### Met2 routing, run 1

Cells faint in the background.
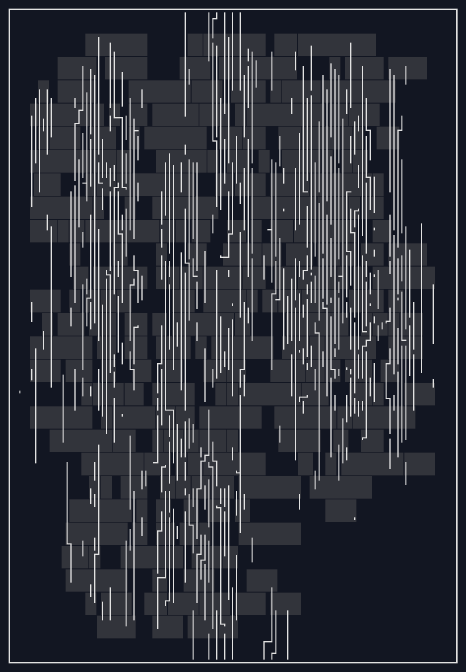
### Selected gate families, run 1

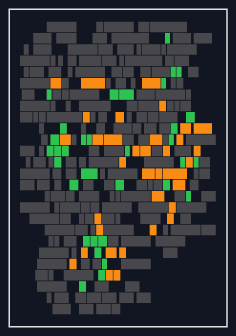
### Placement by cell class, run 1

The bar under the picture is 20 µm long.
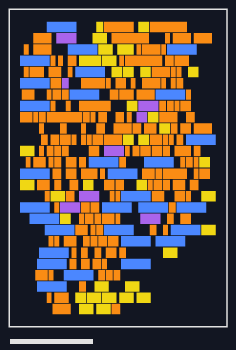
### Clock distribution, run 1

The bar under the picture is 20 µm long.
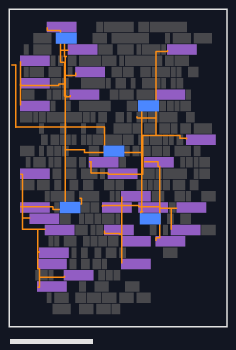
## src/rtl/dtack_berr_gen.sv

```systemverilog
// 68000-style bus cycle terminator: generates DTACK after per-device wait states,
// or BERR on decode conflict / watchdog timeout, with sticky error flag and count.
module dtack_berr_gen #(
    parameter int unsigned ROM_WAIT     = 2,
    parameter int unsigned RAM_WAIT     = 0,
    parameter int unsigned DUA_WAIT     = 3,
    parameter int unsigned BERR_TIMEOUT = 64
) (
    input  logic       CLK,
    input  logic       RST,
    input  logic       AS_n,
    input  logic       DS_n,
    input  logic       ROMSEL_n,
    input  logic       RAMSEL1_n,
    input  logic       DUASEL_n,
    input  logic       EXPSEL_n,
    input  logic       EXPDTACK_n,
    input  logic       VPA_n,
    output logic       DTACK_n,
    output logic       BERR_n,
    output logic       TIMEOUT_FLAG,
    output logic [7:0] BERR_COUNT
);

    localparam int unsigned CW = 8;

    typedef enum logic [2:0] {
        ST_IDLE,
        ST_WAIT,
        ST_EXPWAIT,
        ST_ACK,
        ST_ERR
    } state_t;

    state_t          state_q, state_d;
    logic [CW-1:0]   wait_q, wait_d;
    logic [CW-1:0]   wd_q, wd_d;
    logic [2:0]      sel_cnt_c;
    logic [CW-1:0]   load_c;
    logic            active_c;

    // Number of asserted chip selects; more than one is a decode conflict.
    assign sel_cnt_c = {2'b00, ~ROMSEL_n} + {2'b00, ~RAMSEL1_n}
                     + {2'b00, ~DUASEL_n} + {2'b00, ~EXPSEL_n};

    assign load_c = !ROMSEL_n  ? CW'(ROM_WAIT) :
                    !RAMSEL1_n ? CW'(RAM_WAIT) : CW'(DUA_WAIT);

    assign active_c = (state_q == ST_IDLE) || (state_q == ST_WAIT) ||
                      (state_q == ST_EXPWAIT);

    // Next-state, wait countdown and watchdog.
    always_comb begin
        state_d = state_q;
        wait_d  = wait_q;
        wd_d    = wd_q;

        if (AS_n) begin
            wd_d = '0;
        end else if (active_c && VPA_n && (wd_q != '1)) begin
            wd_d = wd_q + CW'(1);
        end

        if (active_c) begin
            if (AS_n || !VPA_n) begin
                state_d = ST_IDLE;
            end else if (wd_q == CW'(BERR_TIMEOUT)) begin
                state_d = ST_ERR;
            end else begin
                unique case (state_q)
                    ST_IDLE: begin
                        if (!DS_n) begin
                            if (sel_cnt_c > 3'd1) begin
                                state_d = ST_ERR;
                            end else if (sel_cnt_c == 3'd1 && !EXPSEL_n) begin
                                state_d = ST_EXPWAIT;
                            end else if (sel_cnt_c == 3'd1) begin
                                wait_d  = load_c;
                                state_d = (load_c == '0) ? ST_ACK : ST_WAIT;
                            end
                        end
                    end
                    ST_WAIT: begin
                        if (wait_q == CW'(1)) begin
                            state_d = ST_ACK;
                        end else begin
                            wait_d = wait_q - CW'(1);
                        end
                    end
                    ST_EXPWAIT: begin
                        if (!EXPDTACK_n) state_d = ST_ACK;
                    end
                    default: state_d = ST_IDLE;
                endcase
            end
        end else if (state_q == ST_ACK) begin
            // VPA overrides a pending acknowledge so DTACK never overlaps an autovector cycle.
            if (AS_n || !VPA_n) state_d = ST_IDLE;
        end else if (state_q == ST_ERR) begin
            if (AS_n) state_d = ST_IDLE;
        end else begin
            state_d = ST_IDLE;
        end
    end

    always_ff @(posedge CLK) begin
        if (RST) begin
            state_q      <= ST_IDLE;
            wait_q       <= '0;
            wd_q         <= '0;
            DTACK_n      <= 1'b1;
            BERR_n       <= 1'b1;
            TIMEOUT_FLAG <= 1'b0;
            BERR_COUNT   <= '0;
        end else begin
            state_q <= state_d;
            wait_q  <= wait_d;
            wd_q    <= wd_d;
            DTACK_n <= (state_d != ST_ACK);
            BERR_n  <= (state_d != ST_ERR);
            if (state_d == ST_ERR && state_q != ST_ERR) begin
                TIMEOUT_FLAG <= 1'b1;
                if (BERR_COUNT != '1) BERR_COUNT <= BERR_COUNT + 8'd1;
            end
        end
    end

endmodule

```

## config.mk

```make
export PLATFORM = sky130hd
export DESIGN_NAME = dtack_berr_gen
export DESIGN_NICKNAME = d
export VERILOG_FILES = /design/src/rtl/dtack_berr_gen.sv
export SDC_FILE = /design/constraint.sdc
export NUM_CORES = 1
export LEC_CHECK = 0
export CAP_MARGIN = 20
export CORE_ASPECT_RATIO = 1.5
export CORE_MARGIN = 2
export CORE_UTILIZATION = 50
export CTS_CLUSTER_DIAMETER = 150
export CTS_CLUSTER_SIZE = 10
export DETAILED_ROUTE_END_ITERATION = 16
export MAX_ROUTING_LAYER = met4
export PLACE_DENSITY = 0.84
export SYNTH_ARGS = -nofsm -noshare
export SYNTH_HDL_FRONTEND = slang
export SYNTH_SLANG_ARGS = --single-unit
```

## constraint.sdc

```tcl
create_clock -name CLK -period 2.4 [get_ports CLK]
set_input_delay 0.24 -clock CLK [delete_from_list [all_inputs] [get_ports CLK]]
set_output_delay 0.24 -clock CLK [all_outputs]
set_load 0.01 [all_outputs]
```

==> flow_results.org, run 1 <==
#+TITLE: Physical design notes

** Floorplan
- Tapcell Cnt :: 42
- X dimension of the die :: 52.1 µm
- Floorplan Core Area :: 3350 µm²

** Layout
- Per the final report, the share of cell area in non-clock buffers is 14.0%.
- Share of final-layout standard cells stronger than drive strength 1 :: 18.7%
- Post-layout net count :: 267
- Summing all multi-input logic gate instances after layout gives 1120 µm².
- In the finished layout, the clock tree contains a buffer count of 6.
- The clock network takes up 4.23% of total cell area after layout.
- Top Registers :: BERR_COUNT (8), wait_q (8), wd_q (8)
- The layout has 16 inverters outside the clock class.
- The filler cells instantiated in the layout total 274.
- Non-clock buffer count in the final layout :: 35
- Max-area cell class :: logic gates
- 0 antenna diodes ended up in the layout.
- Sequential cell count :: 30
- Combinational share of cell area :: 49.9%
- Register area :: 601 µm²
- Compared with the post-synthesis result, the final layout area differs by 29.5%.

** Global route
- In the global route stage, overall resource usage came out at 22.4%.
- The first global-routing pass estimated 6690 µm of wire.
- The number of global-route vias before repair was 1566.
- Per the GRT congestion report, total overflow comes to 0.
- Met3 routing resource usage after global routing :: 3.73%
- The number of antenna violations at the first check in global routing was 0.

** Drt
- DR iter-0 viols :: 65
- Number of routed nets with antenna violations :: 0
- Total wire length :: 4090 µm
- Dividing the detail-routed via count by the number of cells gives 5.73.

** Final timing
- Hold-check failures listed in the final report amount to 0.
- Worst slew slack as a fraction of its limit :: 63.0%
- The final timing report lists a max-slew violation count of 0.
- The final timing report lists clock skew as 0.00358 ns.
- RSZ-0062 raised after global routing :: yes

** Logic synthesis
- Summing the areas of all compound-gate instances in the mapped netlist gives 15.3% of the synthesized area.
- After synthesis, the netlist uses 47 different library cells.
- Synthesized netlist cell count :: 207
- FA/HA/MAJ Cells, Area Fraction :: 9.08%
- After synthesis, the design contains 207 cells according to Yosys.
- The number of nets in the synthesized netlist is 229.
- The cell area that synthesis handed to floorplanning was 1740 µm².
- Of the total synthesized cell area, the portion taken by XOR and XNOR cells is 4.04%.
- Top cells by instance count after synthesis :: sky130_fd_sc_hd__dfxtp_1, sky130_fd_sc_hd__nor2_1, sky130_fd_sc_hd__inv_1
- Flops & latches, synth :: 30
- The cell-mix breakdown from Yosys lists the simple-gate area share as 31.1%.
- Area fraction in mux cells :: 1.15%
- Mean instance size in the synthesized netlist :: 8.38 µm²
- Area share of the largest cell type after synthesis :: 34.6%
- For this run, the number of Yosys warnings is 0.

** Setup path
- For this run, the slowest stage of the critical path takes 0.54 ns.
- End of the worst register-to-register path :: wait_q[2]
- Cells along the critical path :: buf_8 > fa_1 > inv_2 > ha_4 > inv_4 > ha_4 > nor4bb_4 > nand3_2 > and2_4 > or4_4 > o22ai_2
- All stages included, the depth of the critical timing path comes to 11.
- Cell family contributing the most delay on the critical path :: simple AND/OR/NAND/NOR gates
- In this run the worst path has a maximum fanout of 3.
- Critical Path Sink :: wait_q[2]
- The worst register-to-register path depth is 7.
- In this design, the critical path's most frequently occurring cell is sky130_fd_sc_hd__ha_4.

** Clock tree
- Clock tree root buffer cell :: sky130_fd_sc_hd__clkbuf_8
- Hold-fix buffers, CTS :: 0
- Buffers inserted by post-CTS timing repair :: 4
- After clock tree synthesis, the repair step resized 18 gates.
- Clock tree from TritonCTS :: built
- CTS saw 30 sinks.
- CTS buffer count :: 5
- Per the skew report, the later register of the worst-skew pair sees a clock latency of 0.29 ns.

** Outcome
- Run status :: finished clean

** Job
- Max-capacitance violation count :: 0

** Placed design
- Summed over all nets, the half-perimeter wirelength after detailed placement is 2900 µm.
- Final weighted congestion of routability-driven global placement :: 0.798

** Power and ir drop
- VDD IR max :: 0.000525 V
- Power density cells :: 477 nW/µm²
- In this run the static leakage power is 0.828 nW.
- The final power report lists total power as 1.07 mW.

** Min path
- The startpoint identified for the worst hold timing path is TIMEOUT_FLAG.
- The type recorded for the worst min-delay path is reg -> reg.
- Hold analysis shows the worst path with a depth of 2.
Back to the opening pictures, 'Met2 routing':
main direction: vertical
wire length on this layer: 2240 µm
nets with wire on the layer: 230
met2 Resource Use GR: 39.0%
vias post-DR: 1651

Back to the opening pictures, 'Selected gate families':
legend:
  nand cells:
    colour: green
    cells: 33
  aoi and oai cells:
    colour: orange
    cells: 35

Back to the opening pictures, 'Placement by cell class':
legend:
  remaining logic cells:
    colour: orange
    cells: 173
    share_of_their_area: 54%
  remaining buffers and delay cells:
    colour: yellow
    cells: 35
    share_of_their_area: 14%
  clock drivers and dummy loads:
    colour: purple
    cells: 8
    share_of_their_area: 4.3%
  sequential cells:
    colour: blue
    cells: 30
    share_of_their_area: 27%
Core Util, Final: 67.1%
final standard cell area without fillers: 2250 µm²

Back to the opening pictures, 'Clock distribution':
legend:
  clock wires:
    colour: orange
    length: 382 µm
  clock-net drivers:
    colour: blue
    count: 5
  flip-flops:
    colour: purple
    count: 30
routed clock nets: 6

run 1: layout by cell type (no fill, tap or decap), types with 4 or more instances in the layout:
cell type / Yosys / routed
sky130_fd_sc_hd__a21oi_1: 11 / 11
sky130_fd_sc_hd__clkbuf_8: 0 / 6
sky130_fd_sc_hd__o21ai_0: 8 / 8
sky130_fd_sc_hd__or4_1: 5 / 4
sky130_fd_sc_hd__dfxtp_1: 30 / 30
sky130_fd_sc_hd__buf_4: 0 / 15
sky130_fd_sc_hd__nor2_1: 26 / 26
sky130_fd_sc_hd__nand2_1: 13 / 13
sky130_fd_sc_hd__xnor2_1: 7 / 7
sky130_fd_sc_hd__clkdlybuf4s50_1: 0 / 17
sky130_fd_sc_hd__inv_1: 15 / 13
sky130_fd_sc_hd__or3_1: 4 / 4
sky130_fd_sc_hd__nand3_1: 13 / 12
sky130_fd_sc_hd__ha_1: 11 / 9
sky130_fd_sc_hd__nor3_1: 7 / 7
sky130_fd_sc_hd__nand2b_1: 4 / 4
run 1: metrics by stage:
step	hold WS, ns	instances	setup WS (ns)	utilization [%]
global placement	0.474	276	-0.691	61.6
CTS	0.497	288	-0.0545	66.0
global route	0.508	288	-0.0867	67.1
detailed placement	0.483	276	-0.803	61.6
floorplan	0.452	207	-0.160	-
finish	0.492	288	0.00679	67.1
run 1: report_power, final:
group          switching, mW  internal (mW)  leakage, nW  total [mW]
Clock                  0.194          0.230       0.0472       0.424
Sequential           0.00566          0.503        0.242       0.508
Combinational         0.0667         0.0723        0.538       0.139
Total                  0.266          0.805        0.828        1.07
run 1: layer usage:
metal | wire length (µm) | up-vias
met5 | 0 | -
met4 | 97 | 0
met3 | 127 | 11
met2 | 2240 | 35
met1 | 1630 | 788
li1 | - | 817
==> run 2, diff against run 1 <==
CELL_PAD_IN_SITES_DETAIL_PLACEMENT = 1   (was unset)
CELL_PAD_IN_SITES_GLOBAL_PLACEMENT = 2   (was unset)
CORE_UTILIZATION = 30   (was 50)
PLACE_DENSITY = 0.83   (was 0.84)
==> run 2 against run 1 <==
  * The flow now finishes with violations (setup timing)
  * Combinational power grew 4%
  * Worst setup slack lost 0.039 ns
  * Cell area grew 1.6%
  * Cell count grew 9.7%
  * Total power grew 1.2%
  * Clock-buffer cell count is the same
  * Sequential power is essentially flat
  * Maximum frequency shrank 1.6%
  * Sequential share of layout area shrank 0.42 points
  * Register-to-register slack lost 0.03 ns
  * Critical endpoint is now wait_q[4]
  * Highest routed layer unchanged
==> flow_results.org, run 2 <==
#+TITLE: Physical design notes

** Outcome
- The run finished, with violations left.
- Failing checks :: setup timing

** Setup path
- Capturing element type of the critical path :: flip-flop
- In this run the critical path is formed by buf_6 > fa_1 > inv_2 > ha_4 > inv_2 > ha_4 > nor4bb_4 > nand3_2 > and2_4 > or4_4 > o21bai_1.
- Cell family contributing the most delay on the critical path :: simple AND/OR/NAND/NOR gates
- The highest net fanout along the worst path is 3 (unchanged).
- The cell count of the worst reg-to-reg path is 6 (-1).
- According to the timing report, the critical path is launched from ROMSEL_n.
- The worst setup path is launched from an input port.
- Number of stages on the worst setup path :: 11 (unchanged)
- Looking at the critical path, the single cell with the biggest stage delay is sky130_fd_sc_hd__fa_1.
- R2R Path Start :: wait_q[3]
- The delay of the slowest cell on the worst path came to 0.57 ns (+0.03 ns).
- For reference, the most critical setup path is categorized as in -> reg.
- Worst Path Arrival :: 2.65 ns

** Layout
- The library cells used most frequently in the layout, excluding fill and tap cells, are sky130_fd_sc_hd__dfxtp_1, sky130_fd_sc_hd__nor2_1, sky130_fd_sc_hd__clkdlybuf4s50_1.
- In the final layout, the registers with the most flip-flops are BERR_COUNT (8), wait_q (8), wd_q (8).
- Share of final-layout standard cells stronger than drive strength 1 :: 19.9% (+1.2 points)
- The area of all placed cells without fillers came to 2280 µm² (+1.6%).
- ANT cells :: 0 (unchanged)
- The number of inserted filler cells in the final layout is 682 (+150%).
- Post-layout net count :: 267 (unchanged)
- Relative to the synthesized area, the layout overhead comes to 31.6%.

** Floorplan
- The core region area came to 5530 µm² (+65%).
- Floorplan die area :: 6420 µm²
- In this run the vertical extent of the chip is 97.2 µm.
- X dimension of the die :: 66.1 µm (+27%)
- Init Core Util :: 31.4%
- Count of pins on the block boundary :: 21

** Drt
- Number of routed nets with antenna violations :: 0 (unchanged)
- DRC violations left :: 0
- The vias per cell came to 5.19 (-9.5%).
- Vias post-DR :: 1640 (-0.67%)
- Wire length per cell after detailed routing :: 15.1 µm
- The total wire length after detailed routing came to 4770 µm (+17%).
- Number of iterations in the first detailed-routing pass :: 4
- The detailed router's first-iteration violation count came to 35 (-46%).

** Power and ir drop
- Power density cells :: 475 nW/µm² (-0.40%)
- The maximum vdd ir drop is 0.000225 V (-57%).
- The leakage power figure came to 0.825 nW (-0.34%).

** Clock tree
- H-Tree Level Count :: 2
- The timing report gives the clock slew at the launch and capture registers of the worst setup and hold paths as 0.07 ns.
- Max Root-Sink Buffers :: 2
- CTS sink count :: 30 (unchanged)
- The insertion delay of the later-clocked pin in the worst-skew pair is 0.28 ns (about the same).
- TritonCTS built the clock tree.
- CTS buffer count :: 5 (unchanged)
- CTS placed an instance of sky130_fd_sc_hd__clkbuf_8 at the clock tree root.

** Logic synthesis
- Predominant post-synthesis flop cell :: sky130_fd_sc_hd__dfxtp_1
- Synthesized netlist cell count :: 207 (unchanged)
- Proportion of register bits with asynchronous set or reset after synthesis :: 0%
- Cell type contributing the most total cell area after synthesis :: sky130_fd_sc_hd__dfxtp_1
- The post-synthesis cell area was 1740 µm² (unchanged).
- Register share after synthesis :: 34.6%
- Post-synth EDFFs :: 0
- The post-synth net total came to 229 (unchanged).
- The mean cell area of the mapped netlist came to 8.38 µm² (unchanged).
- The yosys synthesis warning count is 0 (unchanged).
- Cells in synth_stat.txt :: 207 (unchanged)
- Ranking of synthesized cells by area :: sky130_fd_sc_hd__dfxtp_1, sky130_fd_sc_hd__ha_1, sky130_fd_sc_hd__nor2_1
- The number of synthesized register bits was 30 (unchanged).
- The area fraction of the dominant cell type after synthesis was 34.6% (unchanged).
- The commonest cells after synthesis are sky130_fd_sc_hd__dfxtp_1, sky130_fd_sc_hd__nor2_1, sky130_fd_sc_hd__inv_1.
- Most common cell in the synthesized netlist :: sky130_fd_sc_hd__dfxtp_1
- Post-synth cell types :: 47 (unchanged)

** Placed design
- IO buf count :: 20
- The post-placement cell area is 2090 µm².
- The worst setup slack after placement came to -0.792 ns (+0.0112 ns).
- The final RePlAce weighted congestion was 0.789 (-1.1%).
- The final HPWL from detailed placement came to 3460 µm (+19%).
- Number of cells after detailed placement :: 303 (+9.8%)

** Min path
- Worst min-delay path startpoint :: TIMEOUT_FLAG
- The min-delay analysis places its worst path in the category reg -> reg.
- Count of cells along the worst hold path :: 2 (unchanged)

** Job
- The max capacitance violation total came to 0 (unchanged).

** Global route
- Number of global-route vias before repair :: 1616 (+3.2%)
- Global-route wire length before repair :: 7700 µm (+15%)
- Number of antenna violations at the first check in global routing :: 0 (unchanged)
- Maximum number of pins on one net before global-route repair :: 16
- Global router's overall resource usage :: 15.6% (-6.8 points)
- Total congestion overflow after global routing :: 0 (unchanged)

** Final timing
- Final tally of hold violations :: 0 (unchanged)
- The number of max-slew violations in the final report is 0 (unchanged).
- The routed design could run at a clock period as short as 2.43 ns.
- The setup skew after layout came to 0.00534 ns (+0.00176 ns).
- Total setup violations reported at the end of the flow :: 3
- The flow reports an fmax of 0.411 GHz.
- Setup slack after layout :: -0.0324 ns (-0.0392 ns)
- Setup repair after global routing could not meet its margin everywhere.
- The headroom to the max-slew limit is 59.3% (-3.7 points).
[run 2: cell counts after synthesis]
Identical to the previous run, type by type.
[run 2: cell families after synthesis]
group	count (synthesis)	synth area share, %
simple gates	96	31.1
compound gates	39	15.3
flops	30	34.6
buf+inv	20	4.76
fa+ha+maj	12	9.08
xor+xnor	8	4.04
mux	2	1.15
[run 2: area by class of cell]
class	instances	area, µm²	area share [%]
well taps	70	87.6	3.84
inverters	16	60.1	2.63
clock inverters	2	12.5	0.548
clock buffers	6	82.6	3.62
flip-flops and latches	30	601	26.3
repair buffers	35	310	13.6
multi-input cells	157	1130	49.5
[run 2: metrics by stage]
step	total power [mW]	hold WS [ns]	TNS (ns)
finish	1.08	0.488	-0.0786
global route	1.14	0.536	-0.500
CTS	1.09	0.492	-0.0669
detailed placement	0.637	0.473	-10.22
global placement	0.635	0.454	-9.05
floorplan	0.584	0.452	-0.734
[run 2: worst paths after layout]
| check | to | slack [ns] |
|---|---|---|
| setup reg to reg | wait_q[4] | 0.18 |
| setup / recovery | wait_q[4] | -0.03 |
| hold reg to reg | TIMEOUT_FLAG | 0.49 |
| hold / removal | TIMEOUT_FLAG | 0.49 |
[run 2: where the power goes]
group	internal, mW	switching [mW]
registers	0.502	0.00552
clock network	0.230	0.202
logic	0.0739	0.0696
total	0.806	0.278
[run 2: layer usage]
layer  global-route usage [%]  routed length [µm]  vias to the layer above
met3                     3.13                  91                        7
met4                     5.02                  71                        0
li1                         -                   -                      809
met5                        -                   0                        -
met1                     16.9                1920                      807
met2                     27.6                2680                       17
[run 2: repair_timing]
| action | 4_1_cts | 5_1_grt |
|---|---|---|
| endpoints found under the setup margin | 16 | 10 |
| hold buffers | 0 | 0 |
| setup buffers | 3 | 2 |
| resized | 17 | 10 |
| pin swaps | 6 | 11 |
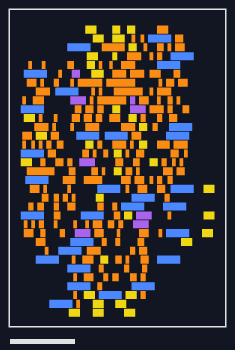
*Placement by cell class, run 2*
The bar under the picture is 20 µm long.
legend:
  remaining logic cells:
    colour: orange
    cells: 173
    share_of_their_area: 54%
  sequential cells:
    colour: blue
    cells: 30
    share_of_their_area: 27%
  clock drivers and dummy loads:
    colour: purple
    cells: 8
    share_of_their_area: 4.3%
  remaining buffers and delay cells:
    colour: yellow
    cells: 35
    share_of_their_area: 14%
Core Util, Final: 41.3%
register fraction of the total cell area: 26.3%

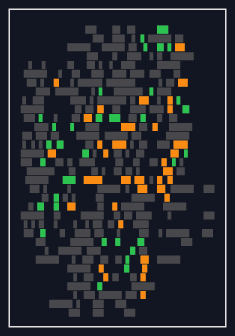
*Selected gate families, run 2*
legend:
  aoi and oai cells:
    colour: orange
    cells: 35
  nand cells:
    colour: green
    cells: 33
final std cells w/o fill: 316
dominant logic cell type in the layout: sky130_fd_sc_hd__dfxtp_1
combinational share of cell area: 49.5%

==> run 3, diff against run 2 <==
GPL_TIMING_DRIVEN = 1   (was unset)
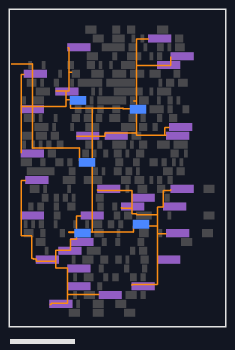
*Clock distribution, run 3*
The bar under the picture is 20 µm long.
legend:
  clock-net drivers:
    colour: blue
    count: 5
  clock wires:
    colour: orange
    length: 455 µm
  flip-flops:
    colour: purple
    count: 30
flops lie: widely spread
power share of the clock group: 39.9%
Clock Skew: 0.00534 ns

==> run 3 against run 2 <==
  * The run still ends with setup timing left
  * Synthesized cell count unchanged
  * Cell area stayed put
  * Via count did not move
  * Total power is the same
  * Die area did not move
  * Sequential cell count is the same
  * Clock-buffer cell count is the same
  * Area after synthesis unchanged
  * Clock power hardly changed
  * Clock skew is the same
  * Sequential share of layout area stayed put
  * Cell count unchanged
  * Critical endpoint unchanged
  * Largest cell class unchanged
  * Largest power group unchanged
  * Highest routed layer unchanged
==> flow_results.org, run 3 <==
#+TITLE: Physical design notes

** Outcome
- Run status :: finished, violations left
- Failing checks :: setup timing

** Global route
- Maximum number of pins on one net before global-route repair :: 16 (unchanged)
- The global-route usage over all layers is 15.6% (unchanged).
- Number of antenna violations at the first check in global routing :: 0 (unchanged)
- The wire length of the first global-routing pass was 7700 µm (unchanged).

** Logic synthesis
- Post-Syn Nets :: 229 (unchanged)
- The number of library cell types mapped by synthesis came to 47 (unchanged).
- The proportion of synthesized chip area in sequential cells came to 34.6% (unchanged).
- The yosys synthesis warning count was 0 (unchanged).
- Area share of the largest cell type after synthesis :: 34.6% (unchanged)
- Per the synth stats, the flop cell with the highest instance count is sky130_fd_sc_hd__dfxtp_1.
- Flops & latches, synth :: 30 (unchanged)
- The count of flip-flops with a built-in enable after synthesis was 0 (unchanged).

** Floorplan
- Init Core Util :: 31.4% (unchanged)
- Floorplan die area :: 6420 µm² (unchanged)

** Job
- The max capacitance violation total is 0 (unchanged).

** Layout
- In the final layout, the registers with the most flip-flops are BERR_COUNT (8), wait_q (8), wd_q (8).
- The top cell types in the final layout, fill and taps aside, are sky130_fd_sc_hd__dfxtp_1, sky130_fd_sc_hd__nor2_1, sky130_fd_sc_hd__clkdlybuf4s50_1.
- The number of diodes is 0 (unchanged).
- Counting only logic cells after layout, the most numerous master is sky130_fd_sc_hd__dfxtp_1.
- Area added between synthesis and finish :: 31.6% (unchanged)
- Share of final-layout standard cells stronger than drive strength 1 :: 19.9% (unchanged)
- The final non-filler cell total is 316 (unchanged).

** Power and ir drop
- The post-layout total power is 1.08 mW (unchanged).
- Power density cells :: 475 nW/µm² (unchanged)
- VDD IR max :: 0.000225 V (unchanged)

** Final timing
- The number of hold violations in the final report was 0 (unchanged).
- Total setup violations reported at the end of the flow :: 3 (unchanged)
- The post-layout worst setup margin is -0.0324 ns (unchanged).
- Setup repair after global routing could not meet its margin everywhere.
- Final number of max-transition violations :: 0 (unchanged)
- Setup total negative slack :: -0.0786 ns (unchanged)
- Max Clk Rate :: 0.411 GHz (unchanged)

** Placed design
- IO buf count :: 20 (unchanged)
- Instance area after placement :: 2090 µm² (unchanged)
- The final HPWL from detailed placement came to 3460 µm (unchanged).

** Drt
- The detailed router's first-iteration violation count is 35 (unchanged).
- The via total after detailed routing came to 1640 (unchanged).
- Total wire length :: 4770 µm (unchanged)
- Number of iterations in the first detailed-routing pass :: 4 (unchanged)
- The vias per cell came to 5.19 (unchanged).

** Clock tree
- Max Root-Sink Buffers :: 2 (unchanged)
- CTS sink count :: 30 (unchanged)
- CTS buffer count :: 5 (unchanged)
- H-Tree Level Count :: 2 (unchanged)

** Setup path
- The highest net fanout along the worst path is 3 (unchanged).
- For reference, the critical path cell chain is buf_6 > fa_1 > inv_2 > ha_4 > inv_2 > ha_4 > nor4bb_4 > nand3_2 > and2_4 > or4_4 > o21bai_1.
- The critical path is of the in -> reg type.
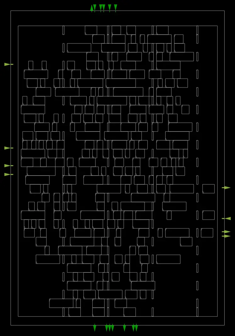
*Placed standard cells, run 3*
fill count: 682
Floorplan Core Area: 5530 µm²
Tapcell Cnt: 70

run 3: cell counts in the layout (fill, tap and decap cells not counted):
Identical to the previous run, type by type.
run 3: what timing repair did:
action	CTS	global route
setup endpoints to repair	16	10
buffers inserted	3	2
resized	17	10
pin swaps	6	11
run 3: routing by layer:
layer	share of wire, %	wire length (µm)	up-vias	GRT usage [%]
li1	-	-	809	-
met3	1.9	91	7	3.13
met1	40	1920	807	16.9
met2	56	2680	17	27.6
met4	1.5	71	0	5.02
met5	0	0	-	-
run 3: final timing paths:
path,start,end,slack (ns),depth (start not counted)
setup / recovery,ROMSEL_n,wait_q[4],-0.03,11
hold / removal,TIMEOUT_FLAG,TIMEOUT_FLAG,0.49,2
hold reg to reg,TIMEOUT_FLAG,TIMEOUT_FLAG,0.49,2
setup reg to reg,wait_q[3],wait_q[4],0.18,6
run 3: area by class of cell:
cell class,count,area [µm²]
fillers,682,3250
well taps,70,87.6
inverters,16,60.1
repair buffers,35,310
flip-flops and latches,30,601
clock inverters,2,12.5
clock buffers,6,82.6
multi-input cells,157,1130
run 3: logic make-up (layout without fill, tap and decap cells):
kind of cell / after synthesis / after routing / share of synthesized area (%)
XOR/XNOR: 8 / 8 / 4.04
multiplexers: 2 / 2 / 1.15
AND-OR/OR-AND: 39 / 39 / 15.3
adder cells (fa/ha/maj): 12 / 12 / 9.08
buffers and inverters: 20 / 59 / 4.76
AND/OR/NAND/NOR: 96 / 96 / 31.1
flip-flops: 30 / 30 / 34.6
run 3: power breakdown:
part           switching (mW)  internal, mW
combinational          0.0696        0.0739
sequential            0.00552         0.502
clock                   0.202         0.230
total                   0.278         0.806
Power and IR drop assume default switching activity.
